===== src/rtl/bit_op_sequencer.sv =====
// -----------------------------------------------------------------------------
// bit_op_sequencer
//
// Purpose:
//   Accepts one bit-manipulation command at a time (INV, SHL, SHR, ROL, ROR),
//   executes shifts and rotates one bit per clock, and holds the result with
//   status flags until the consumer takes it.
//
// Handshake (both channels):
//   A transfer happens on a rising clk edge where valid and ready are both 1.
//   cmd_ready is 1 only in IDLE. rsp_valid is 1 only in DONE, where the result
//   and flags hold stable until rsp_ready is seen high.
//
// Ports:
//   clk, reset (async, active-low)
//   cmd_valid/cmd_ready, cmd_op[2:0], cmd_data[WORD_SIZE-1:0], cmd_amt[3:0]
//   rsp_valid/rsp_ready, rsp_data[WORD_SIZE-1:0], rsp_err
//   zero_flag, carry_flag, overflow_flag (status of last completed command)
//   busy (state != IDLE), dbg_state (raw FSM state for observation)
//
// Configuration:
//   BITOPS_OVERFLOW_EN - when defined, overflow_flag reports whether any SHL
//   step changed the MSB; when undefined, overflow_flag is tied to 0.
// -----------------------------------------------------------------------------
module bit_op_sequencer #(
    parameter int WORD_SIZE = 8
) (
    input  logic                 clk,
    input  logic                 reset,
    input  logic                 cmd_valid,
    output logic                 cmd_ready,
    input  logic [2:0]           cmd_op,
    input  logic [WORD_SIZE-1:0] cmd_data,
    input  logic [3:0]           cmd_amt,
    output logic                 rsp_valid,
    input  logic                 rsp_ready,
    output logic [WORD_SIZE-1:0] rsp_data,
    output logic                 rsp_err,
    output logic                 zero_flag,
    output logic                 carry_flag,
    output logic                 overflow_flag,
    output logic                 busy,
    output logic [1:0]           dbg_state
);

    typedef enum logic [1:0] {
        IDLE = 2'd0,
        EXEC = 2'd1,
        DONE = 2'd2
    } state_e;

    localparam logic [2:0] OP_INV = 3'd0;
    localparam logic [2:0] OP_SHL = 3'd1;
    localparam logic [2:0] OP_SHR = 3'd2;
    localparam logic [2:0] OP_ROL = 3'd3;
    localparam logic [2:0] OP_ROR = 3'd4;
    localparam logic [4:0] WORD_SIZE_5 = 5'(WORD_SIZE);

    state_e                 state_q, state_d;
    logic [2:0]             op_q, op_d;
    logic [WORD_SIZE-1:0]   data_q, data_d;
    logic [3:0]             cnt_q, cnt_d;
    logic                   err_q, err_d;
    logic                   zero_q, zero_d;
    logic                   carry_q, carry_d;

    logic [WORD_SIZE-1:0]   step_data;
    logic                   step_out;
    logic [WORD_SIZE-1:0]   inv_mask;
    logic                   accept;
    logic                   exec_last;

    // One-bit step of the latched op; step_out is the bit leaving the word.
    always_comb begin
        step_data = data_q;
        step_out  = 1'b0;
        case (op_q)
            OP_SHL: begin
                step_data = {data_q[WORD_SIZE-2:0], 1'b0};
                step_out  = data_q[WORD_SIZE-1];
            end
            OP_SHR: begin
                step_data = {1'b0, data_q[WORD_SIZE-1:1]};
                step_out  = data_q[0];
            end
            OP_ROL: begin
                step_data = {data_q[WORD_SIZE-2:0], data_q[WORD_SIZE-1]};
                step_out  = data_q[WORD_SIZE-1];
            end
            OP_ROR: begin
                step_data = {data_q[0], data_q[WORD_SIZE-1:1]};
                step_out  = data_q[0];
            end
            default: begin
                step_data = data_q;
                step_out  = 1'b0;
            end
        endcase
    end

    assign inv_mask  = {{(WORD_SIZE-1){1'b0}}, 1'b1} << cmd_amt;
    assign accept    = (state_q == IDLE) && cmd_valid;
    assign exec_last = (state_q == EXEC) && (cnt_q == 4'd1);

    always_comb begin
        state_d = state_q;
        op_d    = op_q;
        data_d  = data_q;
        cnt_d   = cnt_q;
        err_d   = err_q;
        zero_d  = zero_q;
        carry_d = carry_q;

        case (state_q)
            IDLE: begin
                if (cmd_valid) begin
                    op_d  = cmd_op;
                    cnt_d = cmd_amt;
                    if (cmd_op == OP_INV) begin
                        // Out-of-range position passes the operand through.
                        if ({1'b0, cmd_amt} < WORD_SIZE_5) begin
                            data_d = cmd_data ^ inv_mask;
                            err_d  = 1'b0;
                        end else begin
                            data_d = cmd_data;
                            err_d  = 1'b1;
                        end
                        zero_d  = (data_d == '0);
                        carry_d = 1'b0;
                        state_d = DONE;
                    end else if (cmd_op > OP_ROR) begin
                        data_d  = cmd_data;
                        err_d   = 1'b1;
                        zero_d  = (cmd_data == '0);
                        carry_d = 1'b0;
                        state_d = DONE;
                    end else if (cmd_amt == 4'd0) begin
                        data_d  = cmd_data;
                        err_d   = 1'b0;
                        zero_d  = (cmd_data == '0);
                        carry_d = 1'b0;
                        state_d = DONE;
                    end else begin
                        data_d  = cmd_data;
                        state_d = EXEC;
                    end
                end
            end
            EXEC: begin
                data_d = step_data;
                cnt_d  = cnt_q - 4'd1;
                if (exec_last) begin
                    err_d   = 1'b0;
                    zero_d  = (step_data == '0);
                    carry_d = step_out;
                    state_d = DONE;
                end
            end
            DONE: begin
                if (rsp_ready) begin
                    state_d = IDLE;
                end
            end
            default: begin
                state_d = IDLE;
            end
        endcase
    end

    always_ff @(posedge clk or negedge reset) begin
        if (!reset) begin
            state_q <= IDLE;
            op_q    <= 3'd0;
            data_q  <= '0;
            cnt_q   <= 4'd0;
            err_q   <= 1'b0;
            zero_q  <= 1'b0;
            carry_q <= 1'b0;
        end else begin
            state_q <= state_d;
            op_q    <= op_d;
            data_q  <= data_d;
            cnt_q   <= cnt_d;
            err_q   <= err_d;
            zero_q  <= zero_d;
            carry_q <= carry_d;
        end
    end

`ifdef BITOPS_OVERFLOW_EN
    logic ovf_acc_q, ovf_acc_d;
    logic ovf_q, ovf_d;
    logic ovf_acc_next;

    // Sticky record of any SHL step that flipped the MSB during this command.
    always_comb begin
        ovf_acc_next = ovf_acc_q;
        if ((state_q == EXEC) && (op_q == OP_SHL) &&
            (step_data[WORD_SIZE-1] != data_q[WORD_SIZE-1])) begin
            ovf_acc_next = 1'b1;
        end
        ovf_acc_d = ovf_acc_next;
        ovf_d     = ovf_q;
        if (accept) begin
            ovf_acc_d = 1'b0;
            // Commands finishing straight from IDLE never shift.
            if (state_d == DONE) begin
                ovf_d = 1'b0;
            end
        end
        if (exec_last) begin
            ovf_d = ovf_acc_next;
        end
    end

    always_ff @(posedge clk or negedge reset) begin
        if (!reset) begin
            ovf_acc_q <= 1'b0;
            ovf_q     <= 1'b0;
        end else begin
            ovf_acc_q <= ovf_acc_d;
            ovf_q     <= ovf_d;
        end
    end

    assign overflow_flag = ovf_q;
`else
    assign overflow_flag = 1'b0;
`endif

    assign cmd_ready  = (state_q == IDLE);
    assign busy       = (state_q != IDLE);
    assign rsp_valid  = (state_q == DONE);
    assign rsp_data   = data_q;
    assign rsp_err    = err_q;
    assign zero_flag  = zero_q;
    assign carry_flag = carry_q;
    assign dbg_state  = state_q;

endmodule

===== config.mk =====
export PLATFORM = sky130hd
export DESIGN_NAME = bit_op_sequencer
export DESIGN_NICKNAME = d
export VERILOG_FILES = /design/src/rtl/bit_op_sequencer.sv
export SDC_FILE = /design/constraint.sdc
export NUM_CORES = 1
export LEC_CHECK = 0
export CAP_MARGIN = 20
export CORE_MARGIN = 3
export CORE_UTILIZATION = 40
export CTS_CLUSTER_DIAMETER = 30
export DETAILED_ROUTE_END_ITERATION = 8
export GPL_TIMING_DRIVEN = 1
export PLACE_DENSITY = 0.66
export SKIP_CTS_REPAIR_TIMING = 1
export SYNTH_ARGS = -nofsm -noshare
export SYNTH_HDL_FRONTEND = slang
export SYNTH_SLANG_ARGS = --single-unit
export TNS_END_PERCENT = 5

===== constraint.sdc =====
create_clock -name clk -period 2.4 [get_ports clk]
set_input_delay 0.24 -clock clk [delete_from_list [all_inputs] [get_ports clk]]
set_output_delay 0.24 -clock clk [all_outputs]
set_load 0.05 [all_outputs]

==> run_1/clock_nets.png <==
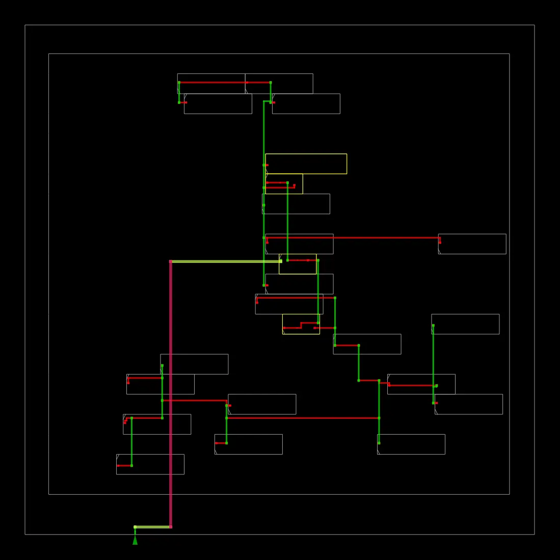
clk sink count: 20
Seq Cell Count: 20

==> run_1/m3.png <==
Scale: 6 px per um.
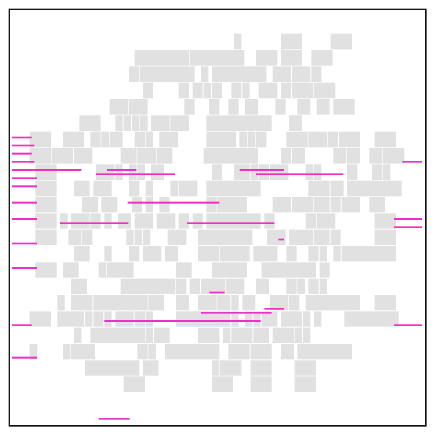
- wire length on this layer: 198 um
- share of all routed wire: 4.7%
- nets with wire on the layer: 27
- main direction: horizontal
Vias: 1623
met3 usage: 2.46%

==> run_1/class_map.png <==
Scale: 8 px per um.
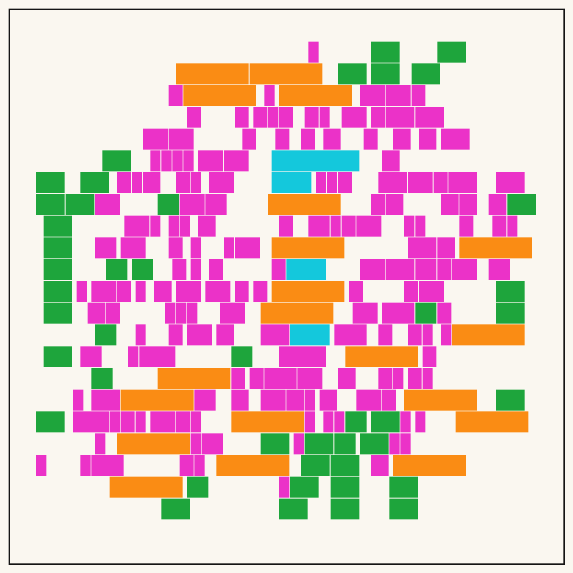
- magenta: remaining logic cells (cells 169)
- green: remaining buffers and delay cells (cells 44)
- orange: registers (cells 20)
- cyan: clock drivers and dummy loads (cells 4)
Core ar.: 0.00374 mm^2
sequential cell area share: 24.1%
Final Cell Area: 0.00208 mm^2
site row count: 22

==> run_1/route_heat.png <==
Scale: 4 px per um. The die is cut into 14 by 14 equal tiles; dark purple is low, yellow is high, scaled to the fullest tile. Values are wire area over tile area, all layers added.
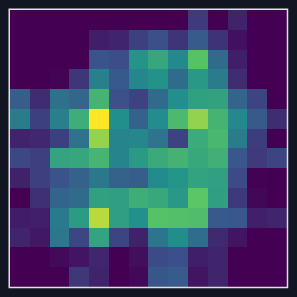
- emptiest ninth of the die: north-west
- nearly empty tiles: 26%
- tiles over half the peak: 21%
- fullest tile: 0.53
WL final: 4240 um
Total GRT Usage: 17.7%

==> flow_summary_export.csv, run 1 <==
group,metric,value,unit
placement,placed_cells,281,
setup_path,worst_ep_arrival_time,2.41,ns
run,max_cap_violations,0,
logic_synthesis,yosys_register_bits,20,
logic_synthesis,ys_top_logic_family,"AND-OR/OR-AND gates",
setup_path,max_stage_delay,0.74,ns
run,tool_warnings,27,
detailed_routing,ant_nets,0,
logic_synthesis,compound_area_share,25.4,%
sta,tightest_slew,0.612,ns
floorplan,fp_util,42.6,%
logic_synthesis,synthAdderAreaFrac,1.57,%
global_route,antenna_found_initial,0,
setup_path,worstRegToRegCells,6,
cts,cts_buffer_depth,2,
power,clockPowerShare,11.2,%
logic_synthesis,synth_cells,202,
logic_synthesis,synth_top_flop_cell,"dfrtp_1",
placement,place_congestion,0.898,
placement,hpwl,3320,um
layout,finalNetCount,259,
logic_synthesis,yosysUniqueCellTypes,44,
sta,max_slew_margin,59.2,%
cts,htreeDepth,1,
cts,cts.clk_slew.worst_paths,0.09,ns
floorplan,io_pins,36,
placement,dp_slack,0.223,ns
sta,fmax,0.454,GHz
global_route,overflow,0,
power,swShare,51.7,%
layout,fillerInstances,376,
global_route,grt_pass1_wl,7100,um
sta,rsz0062_at_grt,"false",
setup_path,crit_type,"flip-flop to flip-flop",
layout,syn2layout_area_growth,30.2,%
detailed_routing,drc,0,
floorplan,chipArea,0.00479,mm^2
logic_synthesis,ys_area,0.00160,mm^2
sta,timing.setup.tns,0,ns
layout,drive_gt1_share,8.86,%
logic_synthesis,syn-num-nets,223,
sta,fin_skew,0.0114,ns
placement,io_buffer_count,34,
logic_synthesis,synth_seq_share,31.3,%
logic_synthesis,edf_count,0,
sta,setup_viol,0,
cts,cts_tree,"done",
setup_path,cp.required,2.61,ns
logic_synthesis,yosys.area_share.simple,23.2,%
global_route,grt_pass1_vias,1465,
floorplan,dieWidth,69.2,um
setup_path,crit_chain,"nor2_1, a22o_1, a21oi_1, nand4_1, o41ai_1, o32a_1",
power,power_density,1480,mW/mm^2
layout,stdcell_count,285,
power,p_comb_share,63.2,%
setup_path,crit_slowest_cell,"dfrtp_1",
layout,mostFrequentLayoutCells,"clkdlybuf4s50_1, nand2_1, nor2_1, dfrtp_1, o21ai_0",
sta,period_needed,2.20,ns
cts,numCtsBuffers,3,
power,ir_worst_vdd,534,uV
detailed_routing,first_pass_iters,4,
layout,num_antenna_cells,0,
sta,worst_slack,0.196,ns
sta,hold_violations,0,
cts,clkLatencyLatePin,0.26,ns
cts,root_buffer,"clkbuf_8",
status,outcome,"complete, no violations",
power,power_frac_seq,25.6,%
setup_path,startpoint_type,"flip-flop",
detailed_routing,vias_per_cell,5.69,
power,p_sw,1.59,mW
logic_synthesis,netlist_area,0.00160,mm^2
sta,fin_hold_ws,0.302,ns
global_route,grt_max_degree,21,
power,cell_internal_pwr,1.48,mW
logic_synthesis,synth.avg_cell_area,7.90,um^2
detailed_routing,drt_iter0_drc,129,
setup_path,crit_path_end_kind,"flip-flop",
sta,drv_slew,0,
[run 1: power by group through the flow]
stage / Sequential (mW) / Clock [mW] / Combinational [mW]
after global placement: 0.790 / 0 / 1.91
final: 0.784 / 0.343 / 1.94
after CTS: 0.781 / 0.343 / 1.94
after global routing: 0.820 / 0.364 / 2.10
after detailed placement: 0.788 / 0 / 1.93
after floorplan: 1.04 / 0 / 1.08
[run 1: metal layers]
| metal | part of all wire (%) | vias up | GRT usage, % |
|---|---|---|---|
| met2 | 48 | 42 | 27.5 |
| met5 | 0 | - | 0 |
| li1 | - | 797 | - |
| met1 | 46 | 779 | 24.9 |
| met4 | 1.4 | 0 | 6.51 |
| met3 | 4.6 | 5 | 2.46 |
[run 1: metrics by stage]
step                      util [%]  total power [mW]
final                         55.5              3.07
after global routing          55.5              3.29
after CTS                     55.5              3.07
after detailed placement      53.6              2.71
after global placement        53.6              2.70
after floorplan                  -              2.12
[run 1: cells in the mapped netlist (7+ instances only)]
cell type,n,share of area [%]
o21ai_0,17,5.3
nand2_1,23,5.4
a21oi_1,14,4.4
nor2_1,20,4.7
mux2i_1,8,5.0
clkbuf_1,7,1.6
xor2_1,10,5.5
o22ai_1,8,3.1
nand3_1,8,2.5
dfrtp_1,20,31
inv_1,7,1.6
[run 1: state kept, by name (all words and copies together) (netlist names)]
name        count
carry_flag      1
rsp_err         1
rsp_data        8
zero_flag       1
cnt_q           4
op_q            3
dbg_state       2
[run 1: worst paths after layout]
check | from | slack, ns | to
worst min register to register | rsp_err | 0.52 | rsp_err
max in group asynchronous | reset | 1.87 | rsp_data[3]
min in group clk | rsp_err | 0.52 | rsp_err
worst min-delay path | reset | 0.30 | cnt_q[0]
worst max-delay path | op_q[2] | 0.20 | zero_flag
worst max register to register | op_q[2] | 0.20 | zero_flag
[run 1: logic make-up (layout without fill, tap and decap cells)]
logic type               after synthesis  in the layout
buffers and inverters                 21             56
AND/OR/NAND/NOR                       76             76
adder cells (fa/ha/maj)                2              2
flip-flops                            20             20
AND-OR/OR-AND                         61             61
XOR/XNOR                              12             12
other                                  1              1
multiplexers                           9              9
[run 1: critical path: cells and delay by family, from the launching register on]
family,cells,cell delay [ns]
AND/OR/NAND/NOR,2,0.38
flip-flops,1,0.74
AND-OR/OR-AND,4,1.03
[run 1: area by class of cell]
type                    count  area (um^2)  area share [%]
clock inverters             1         30.0            1.44
clock buffers               3         41.3            1.99
multi-input cells         161         1000            48.2
repair buffers             44          415            20.0
inverters                   8         30.0            1.44
flip-flops and latches     20          500            24.1
well taps                  48         60.1            2.89
==> run 2: changes to the inputs <==
clock period = 2.82 ns   (was 2.4 ns; I/O delays follow)
==> run_2/pinout.png <==
Scale: 6 px per um. Pins as bars across the die edge, other pins in gray.
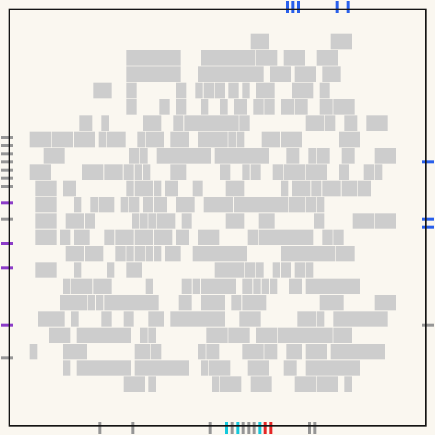
- blue: `rsp_data` (pins 8; direction output; edge 5 north, 3 east)
- red: `dbg_state` (pins 2; direction output; edge south)
- cyan: `cmd_op` (pins 3; direction input; edge south)
- purple: `cmd_amt` (pins 4; direction input; edge west)
- all pins by edge: 14 south, 13 west, 5 north, 4 east
Die W: 69.2 um
Port Buf Inserts: 34

==> flow_summary_export.csv, run 2 <==
group,metric,value,unit
logic_synthesis,syn-num-nets,223,
setup_path,crit_chain,"nor2_1, a22o_1, a21oi_1, nand4_1, o41ai_1, o32a_1",
detailed_routing,ant_nets,0,
floorplan,io_pins,36,
setup_path,crit_family,"AND-OR/OR-AND gates",
logic_synthesis,synth_top_area_share,31.3,%
sta,period_needed,2.29,ns
global_route,grtUsageTotal,17.8,%
sta,rsz0062_at_grt,"false",
sta,fmax,0.438,GHz
sta,fin_hold_ws,0.516,ns
cts,root_buffer,"clkbuf_8",
setup_path,worst_ep_arrival_time,2.48,ns
sta,drv_slew,0,
cts,clock_sinks,20,
setup_path,reg2reg_to,"zero_flag",
layout,largest_reg_flops,8,
logic_synthesis,top_cell,"nand2_1",
cts,cts_buffer_depth,2,
sta,hold_violations,0,
setup_path,crit_path_end_kind,"flip-flop",
cts,cts_tree,"done",
layout,mostFrequentLayoutCells,"clkdlybuf4s50_1, nand2_1, nor2_1, dfrtp_1, o21ai_0",
logic_synthesis,synth_cells,202,
sta,tightest_slew,0.905,ns
floorplan,chipArea,0.00479,mm^2
setup_path,critPathLaunch,"op_q[2]",
logic_synthesis,edf_count,0,
global_route,overflow,0,
logic_synthesis,netlist_area,0.00160,mm^2
layout,fillerInstances,396,
sta,max_slew_margin,39.5,%
floorplan,core_region_area,0.00374,mm^2
floorplan,rows,22,
global_route,grt_max_degree,21,
logic_synthesis,synth_top_flop_cell,"dfrtp_1",
layout,num_antenna_cells,0,
detailed_routing,vias,1567,
placement,hpwl,3140,um
detailed_routing,vias_per_cell,5.64,
setup_path,worstRegToRegCells,6,
logic_synthesis,top_area_cell,"dfrtp_1",
run,tool_warnings,27,
logic_synthesis,yosysUniqueCellTypes,44,
detailed_routing,drt-total-wl,4100,um
logic_synthesis,top_cells_by_count,"nand2_1, dfrtp_1, nor2_1, o21ai_0, a21oi_1",
logic_synthesis,synth.avg_cell_area,7.90,um^2
layout,finalNetCount,252,
setup_path,cp.required,3.01,ns
sta,setup_viol,0,
cts,htreeDepth,1,
global_route,grt_pass1_vias,1542,
logic_synthesis,yosys_register_bits,20,
status,outcome,"complete, no violations",
setup_path,r2r_start,"op_q[2]",
setup_path,crit_slowest_cell,"dfrtp_1",
cts,clkLatencyLatePin,0.26,ns
floorplan,fp_util,42.6,%
power,ir_worst_vdd,513,uV
detailed_routing,drt_iter0_drc,111,
detailed_routing,drc,0,
logic_synthesis,synth_seq_share,31.3,%
global_route,antenna_found_initial,0,
detailed_routing,first_pass_iters,4,
run,max_cap_violations,0,
layout,syn2layout_area_growth,26.9,%
setup_path,startpoint_type,"flip-flop",
layout,drive_gt1_share,6.09,%
global_route,grt_pass1_wl,7200,um
==> run_2/clock_nets.png <==
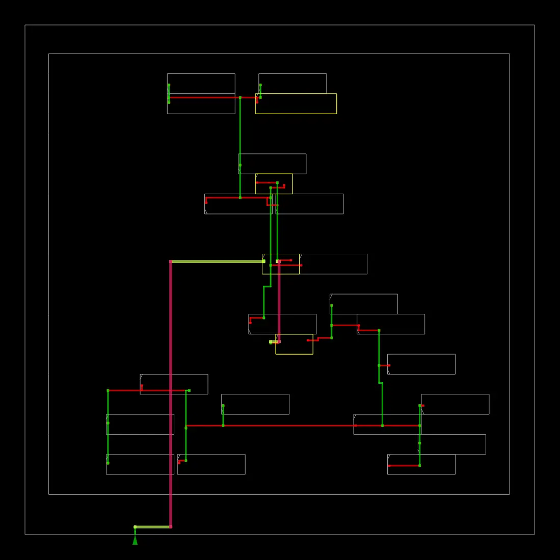
Fin Clk Skew: 0.00984 ns
clk pwr: 0.286 mW
CTS Buf Count: 3

run 2: netlist changes by cell type in the layout (fill, tap and decap cells not counted):
cell / previous run / this run
buf_4: 10 / 3
run 2: layout make-up:
class,instances,area [um^2],area share [%]
clock buffers,3,41.3,2.04
flip-flops and latches,20,500,24.7
inverters,8,30.0,1.48
clock inverters,1,30.0,1.48
repair buffers,37,363,17.9
well taps,48,60.1,2.96
multi-input cells,161,1000,49.4
run 2: power breakdown:
group	total (mW)	internal [mW]	switching (mW)
sequential	0.677	0.432	0.245
clock	0.286	0.189	0.0969
combinational	1.60	0.621	0.979
total	2.56	1.24	1.32
run 2: worst max path at each step:
stage | to | cells past startpoint
global placement | zero_flag | 7
detailed placement | zero_flag | 7
finish | zero_flag | 6
floorplan | cnt_q[1] | 5
global route | zero_flag | 6
CTS | zero_flag | 6
run 2: cells by family (layout without fill, tap and decap cells):
kind of cell,count (synthesis),count (layout),synth area share (%)
and+or+nand+nor,76,76,23.2
AOI/OAI and AO/OA,61,61,25.4
buffers and inverters,21,49,5.96
DFF,20,20,31.3
xor gates and xnor gates,12,12,6.58
muxes,9,9,5.72
adders and majority gates,2,2,1.57
other,1,1,0.235
run 2: per-stage QoR:
step	area, um^2	utilization [%]	setup slack, ns	total power [mW]	std cells
3_5_place_dp	1950	52.2	0.486	2.28	274
5_1_grt	2030	54.1	0.323	2.76	278
3_3_place_gp	1950	52.2	0.515	2.28	274
2_1_floorplan	1600	-	0.493	1.80	202
4_1_cts	2030	54.1	0.524	2.58	278
6_report	2030	54.1	0.534	2.56	278
run 2: per-layer routing:
layer | GRT usage, % | wire (um) | part of all wire [%]
met2 | 28.1 | 1900 | 46
met4 | 5.64 | 46 | 1.1
met5 | 0 | 0 | 0
met3 | 1.45 | 162 | 4.0
met1 | 25.8 | 1980 | 48
==> run 3: changes to the inputs <==
clock period = 2.2 ns   (was 2.82 ns; I/O delays follow)
==> flow_summary_export.csv, run 3 <==
group,metric,value,unit
floorplan,rows,22,
layout,drive_gt1_share,10.8,%
status,outcome,"complete, no violations",
sta,fin_skew,0.00998,ns
cts,root_buffer,"clkbuf_8",
detailed_routing,first_pass_iters,4,
logic_synthesis,top_area_cell,"dfrtp_1",
run,max_cap_violations,0,
power,swShare,51.1,%
sta,period_needed,2.02,ns
floorplan,core_region_area,0.00374,mm^2
logic_synthesis,top_cell,"nand2_1",
sta,drv_slew,0,
placement,placed_cells,284,
cts,htreeDepth,1,
logic_synthesis,yosys_register_bits,20,
logic_synthesis,syn-num-nets,223,
sta,rsz0062_at_grt,"false",
placement,io_buffer_count,34,
global_route,antenna_found_initial,0,
logic_synthesis,top_cells_by_count,"nand2_1, dfrtp_1, nor2_1, o21ai_0, a21oi_1",
detailed_routing,top_layer,"met4",
global_route,overflow,0,
cts,cts.clk_slew.worst_paths,0.08,ns
run,tool_warnings,27,
detailed_routing,wl_met2,2010,um
detailed_routing,drc,0,
placement,hpwl,3280,um
logic_synthesis,synthTopCellsByArea,"dfrtp_1, xor2_1, nand2_1",
cts,clock_sinks,20,
power,cell_internal_pwr,1.65,mW
logic_synthesis,synth_top_flop_cell,"dfrtp_1",
cts,cts_buffer_depth,2,
floorplan,dieWidth,69.2,um
setup_path,startpoint_type,"flip-flop",
power,ir_worst_vdd,607,uV
floorplan,fp_util,42.6,%
layout,fin_area,0.00210,mm^2
cts,clkLatencyLatePin,0.27,ns
==> run 3: cell families after synthesis <==
group | synth area share (%)
compound gates | 25.4
xor+xnor | 6.58
fa+ha+maj | 1.57
buf+inv | 5.96
flops | 31.3
mux | 5.72
other cells | 0.235
simple gates | 23.2
==> run 3: worst paths after layout <==
path,start,end,slack [ns],depth (start not counted)
max in group asynchronous,reset,op_q[2],1.68,2
max reg2reg,op_q[2],zero_flag,0.25,6
min reg2reg,rsp_err,rsp_err,0.52,2
min in group clk,rsp_err,rsp_err,0.52,2
max,dbg_state[1],rsp_valid,0.18,2
min,reset,cnt_q[3],0.28,2
==> run 3: final cells by class <==
type	count	area, um^2
inverters	8	30.0
multi-input cells	161	1000
clock inverters	1	30.0
repair buffers	47	438
flip-flops and latches	20	502
clock buffers	3	41.3
well taps	48	60.1
fillers	375	1640
==> run 3: power by group through the flow <==
| stage | Combinational, mW | Sequential [mW] | Clock, mW |
|---|---|---|---|
| 3_3_place_gp | 2.14 | 0.829 | 0 |
| 3_5_place_dp | 2.16 | 0.833 | 0 |
| 5_1_grt | 2.35 | 0.866 | 0.394 |
| 6_report | 2.16 | 0.830 | 0.373 |
| 2_1_floorplan | 1.18 | 1.13 | 0 |
| 4_1_cts | 2.16 | 0.826 | 0.379 |
==> run 3: critical path: stages, from the launching register on <==
cell and delay [ns]:
dfrtp_1 0.49, nor2b_1 0.21, clkdlybuf4s50_1 0.83
==> run 3: stage by stage <==
step | setup slack, ns | hold slack (ns) | total power [mW]
after floorplan | 0.138 | -0.0756 | 2.31
after global placement | 0.108 | 0.505 | 2.97
after detailed placement | 0.0640 | 0.510 | 2.99
after CTS | 0.0929 | 0.292 | 3.37
after global routing | 0.0572 | 0.314 | 3.61
final | 0.181 | 0.283 | 3.37
==> run 3: routing by layer <==
metal / up-vias / GRT usage, %
li1: 802 / -
met1: 764 / 24.9
met2: 43 / 29.8
met3: 5 / 1.45
met4: 0 / 7.38
met5: - / 0
==> run_3/pinout.png <==
Scale: 6 px per um. Pins as bars across the die edge, other pins in gray.
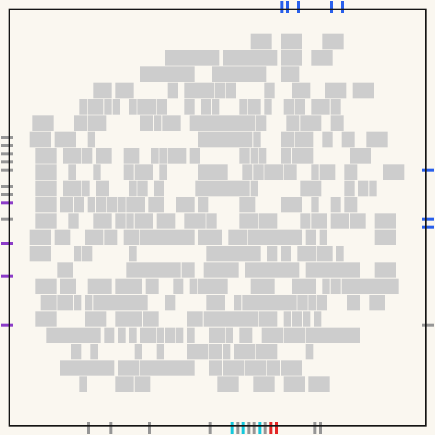
- purple: `cmd_amt` (pins 4; direction input; edge west)
- blue: `rsp_data` (pins 8; direction output; edge 5 north, 3 east)
- red: `dbg_state` (pins 2; direction output; edge south)
- cyan: `cmd_op` (pins 3; direction input; edge south)
- all pins by edge: 15 south, 12 west, 5 north, 4 east
Die Ht: 69.2 um

==> run_3/route_heat.png <==
Scale: 4 px per um. The die is cut into 14 by 14 equal tiles; dark purple is low, yellow is high, scaled to the fullest tile. Values are wire area over tile area, all layers added.
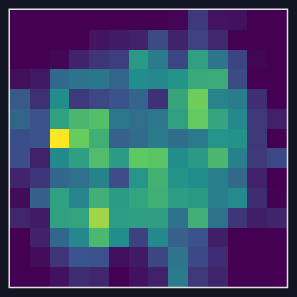
- emptiest ninth of the die: north-west
- mean over tiles: 0.14
- densest ninth of the die: center
- nearly empty tiles: 22%
- tiles over half the peak: 22%
- fullest tile: 0.50
Total GRT Usage: 18.2%
Vias: 1614
WL final: 4200 um
drt wl/cell: 14.6 um

Power is estimated from default activity; no workload was simulated.
